class_map.png
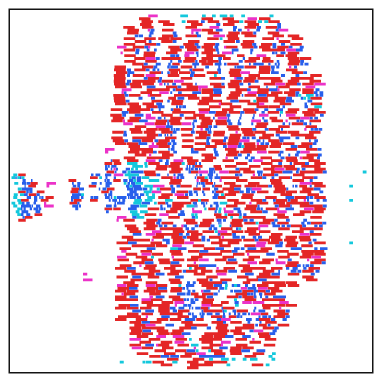
clock_wires.png
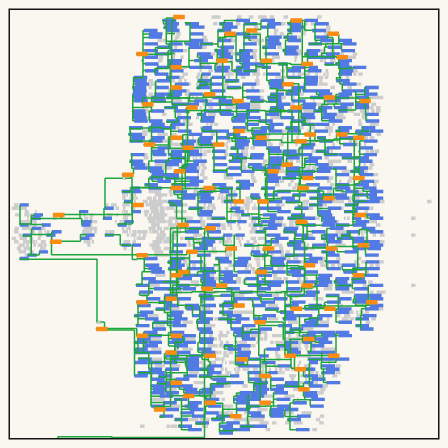
congestion_map.png
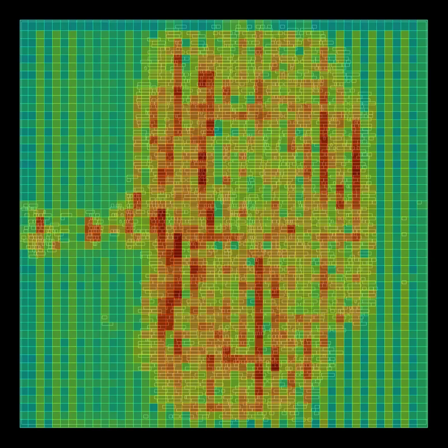
[src/rtl/pixel_frame_rx.sv]
`default_nettype none
// ============================================================================
// pixel_frame_rx : serial 1-bit pixel capture into a row-word frame buffer
// Revision: 1.0
// ============================================================================
module pixel_frame_rx #(
   parameter int NUM_PIXELS = 784,
   parameter int WORD_W     = 28,
   parameter int ADDR_W     = 5
) (
   input  logic              clk,
   input  logic              rst_n,
   input  logic              data_in,
   input  logic              frame_done,
   input  logic [ADDR_W-1:0] rd_addr,
   output logic [WORD_W-1:0] rd_data,
   output logic              frame_valid,
   output logic              busy,
   output logic [9:0]        pix_count,
   output logic              protocol_err
);

   localparam int NUM_WORDS = NUM_PIXELS / WORD_W;
   localparam int BIT_W     = $clog2(WORD_W);
   localparam logic [9:0]        c_last_pix  = 10'(NUM_PIXELS - 1);
   localparam logic [BIT_W-1:0]  c_row_last  = BIT_W'(WORD_W - 1);
   localparam logic [ADDR_W:0]   c_num_words = (ADDR_W + 1)'(NUM_WORDS);

   typedef enum logic [0:0] {
      ST_CAPTURE = 1'b0,
      ST_FULL    = 1'b1
   } state_t;

   state_t              r_state;
   state_t              w_state_next;
   logic [WORD_W-1:0]   r_shift;
   logic [BIT_W-1:0]    r_bit_idx;
   logic [ADDR_W-1:0]   r_word_idx;
   logic [9:0]          r_pix_count;
   logic                r_err;
   logic [WORD_W-1:0]   r_mem [NUM_WORDS];

   logic [WORD_W-1:0]   w_word;
   logic                w_row_end;
   logic                w_addr_ok;

   // New bit enters at the MSB so the row's first pixel ends up in bit 0.
   assign w_word    = {data_in, r_shift[WORD_W-1:1]};
   assign w_addr_ok = ({1'b0, rd_addr} < c_num_words);

   always_ff @(posedge clk) begin
      if (!rst_n) r_state <= ST_CAPTURE;
      else        r_state <= w_state_next;
   end

   always_comb begin
      w_state_next = r_state;
      w_row_end    = 1'b0;
      case (r_state)
         ST_CAPTURE: begin
            w_row_end = (r_bit_idx == c_row_last);
            if (r_pix_count == c_last_pix) w_state_next = ST_FULL;
         end
         ST_FULL: begin
            if (frame_done) w_state_next = ST_CAPTURE;
         end
         default: w_state_next = ST_CAPTURE;
      endcase
   end

   always_ff @(posedge clk) begin
      if (!rst_n) begin
         r_shift     <= '0;
         r_bit_idx   <= '0;
         r_word_idx  <= '0;
         r_pix_count <= '0;
         r_err       <= 1'b0;
      end else begin
         case (r_state)
            ST_CAPTURE: begin
               r_shift     <= w_word;
               r_pix_count <= r_pix_count + 10'd1;
               if (frame_done) r_err <= 1'b1;
               if (w_row_end) begin
                  r_bit_idx  <= '0;
                  r_word_idx <= r_word_idx + ADDR_W'(1);
               end else begin
                  r_bit_idx  <= r_bit_idx + BIT_W'(1);
               end
            end
            ST_FULL: begin
               if (frame_done) begin
                  r_shift     <= '0;
                  r_bit_idx   <= '0;
                  r_word_idx  <= '0;
                  r_pix_count <= '0;
               end
            end
            default: ;
         endcase
      end
   end

   // Buffer is deliberately left uninitialised; frame_valid guards stale rows.
   always_ff @(posedge clk) begin
      if (rst_n && (r_state == ST_CAPTURE) && w_row_end)
         r_mem[r_word_idx] <= w_word;
   end

   always_ff @(posedge clk) begin
      if (!rst_n)         rd_data <= '0;
      else if (w_addr_ok) rd_data <= r_mem[rd_addr];
      else                rd_data <= '0;
   end

   assign frame_valid  = (r_state == ST_FULL);
   assign busy         = (r_state == ST_CAPTURE);
   assign pix_count    = r_pix_count;
   assign protocol_err = r_err;

endmodule
`default_nettype wire

[config.mk]
export PLATFORM = sky130hd
export DESIGN_NAME = pixel_frame_rx
export DESIGN_NICKNAME = d
export VERILOG_FILES = /design/src/rtl/pixel_frame_rx.sv
export SDC_FILE = /design/constraint.sdc
export NUM_CORES = 1
export LEC_CHECK = 0
export CORE_UTILIZATION = 28
export DETAILED_ROUTE_END_ITERATION = 10
export PLACE_DENSITY = 0.54
export SYNTH_ARGS = -nofsm -noshare
export SYNTH_HDL_FRONTEND = slang
export SYNTH_SLANG_ARGS = --single-unit
[constraint.sdc]
create_clock -name clk -period 3.3 [get_ports clk]
set_input_delay 0.99 -clock clk [delete_from_list [all_inputs] [get_ports clk]]
set_output_delay 0.99 -clock clk [all_outputs]
set_load 0.01 [all_outputs]
==> results_slide.txt <==
Key Metrics from the Run

Outcome
  – Status: complete, no violations

Run
  – Max-cap violations: 0

Placed design
  – RePlAce Congestion: 0.823
  – Placed Cells: 3439

Global route
  – First-pass GRT wire length: 121000 um
  – Number of global-route vias before repair: 17800
  – Initial antenna violation count: 2
  – GR Overflow Total: 0

Synth
  – Main area contributors: edfxtp_1, mux2i_1, dfxtp_1, mux4_2, a22oi_1
  – Top-count cell post-synth: edfxtp_1
  – Syn Inst Count: 1875
  – Flip-flops with a built-in enable: 784
  – Area share, top type: 70.6%
  – FFs w/ async S/R, synth: 0%
  – Syn avg cell area: 17.8 um^2
  – Commonest flop: edfxtp_1
  – Sequential share of the synthesized area: 75.2%
  – Distinct lib cells used: 52
  – Mapped cell area: 33300 um^2
  – Registers, synthesis: 861
  – Cell taking the most area after synthesis: edfxtp_1

Worst setup path
  – CP startpoint: r_bit_idx[0]
  – Worst-path cell chain: ha_1 -> nand4b_1 -> buf_4 -> nor3b_1 -> nand2_1 -> nor2_4 -> buf_4
  – Crit path max-delay family: simple AND/OR/NAND/NOR gates
  – Reg2reg start: r_bit_idx[0]
  – Critical path startpoint category: flop
  – Worst Path Arrival: 3070 ps
  – WP depth: 7

Final timing
  – Final setup fails: 0
  – Tightest Pin Transition: 1250 ps
  – Final Worst Setup Slack: 524 ps
  – Slew HR: 16.3%

Worst hold path
  – Hold Path Class: reg -> reg
  – HP Start: r_shift[18]
  – WHS Endpoint: r_shift[17]

Power
  – P_seq: 11.8 mW
  – Comb power: 843 uW
  – Sequential power share: 53.0%
  – Pwr Density: 573 nW/um^2
  – Total chip power: 22.3 mW

Clock network
  – Root buf cell: clkbuf_16
  – Hold Buf Count CTS: 0
  – Htree depth: 3
  – CTS tree: done

Layout
  – Most common logic cells in the final layout: edfxtp_1, mux2i_1, a22oi_1
  – Layout Nets: 2008

Routing
  – Met3 WL: 4040 um
  – Top routing layer in use: met5
  – Via-to-Cell Ratio: 4.77

Die
  – Die Span Y: 347 um
Back to the opening pictures, class_map.png:
clock drivers and dummy loads: shown in magenta, cells 163, share of their area 7.5%. remaining logic cells: shown in blue, cells 906, share of their area 21%. remaining buffers and delay cells: shown in cyan, cells 136, share of their area 3.8%. registers: shown in red, cells 861, share of their area 68%.
Design Area, Final: 39000 um^2
core area: 118000 um^2
Placement Rows: 126
post-route core utilization: 33.0%

Back to the opening pictures, clock_wires.png:
clock-net drivers: shown in orange, count 88. clock wires: shown in green, length 10200 um. flip-flops: shown in blue, count 861.
There are 89 routed clock nets.
clock group share of total power: 43.3%
final clock skew: 23.5 ps

Back to the opening pictures, congestion_map.png:
layer with the highest usage: met2
met3 Usage GRT: 2.38%
Total GRT Usage: 13.6%
met1 GRT Util: 17.5%

[logic make-up after synthesis]
family                     synth area share [%]
adders and majority gates                 0.225
buffers and inverters                      2.17
DFF                                        75.2
muxes                                      12.5
AOI/OAI and AO/OA                          4.57
and+or+nand+nor                            5.15
xor gates and xnor gates                  0.105
[layout make-up]
type	instances	area, um^2
clock buffers	124	2420
diodes	1	2.50
flip-flops and latches	861	25100
inverters	5	18.8
repair buffers	136	1420
multi-input cells	901	7750
well taps	1536	1920
fillers	11100	79100
clock inverters	39	364
[sequential cells by signal (all words and copies together), names as in the netlist]
| signal | count |
|---|---|
| rd_data | 28 |
| r_bit_idx | 5 |
| frame_valid | 1 |
| protocol_err | 1 |
| pix_count | 10 |
| r_shift | 27 |
| r_word_idx | 5 |
| r_mem | 784 |
No activity file was given, so power comes from the tool's default toggle rates.
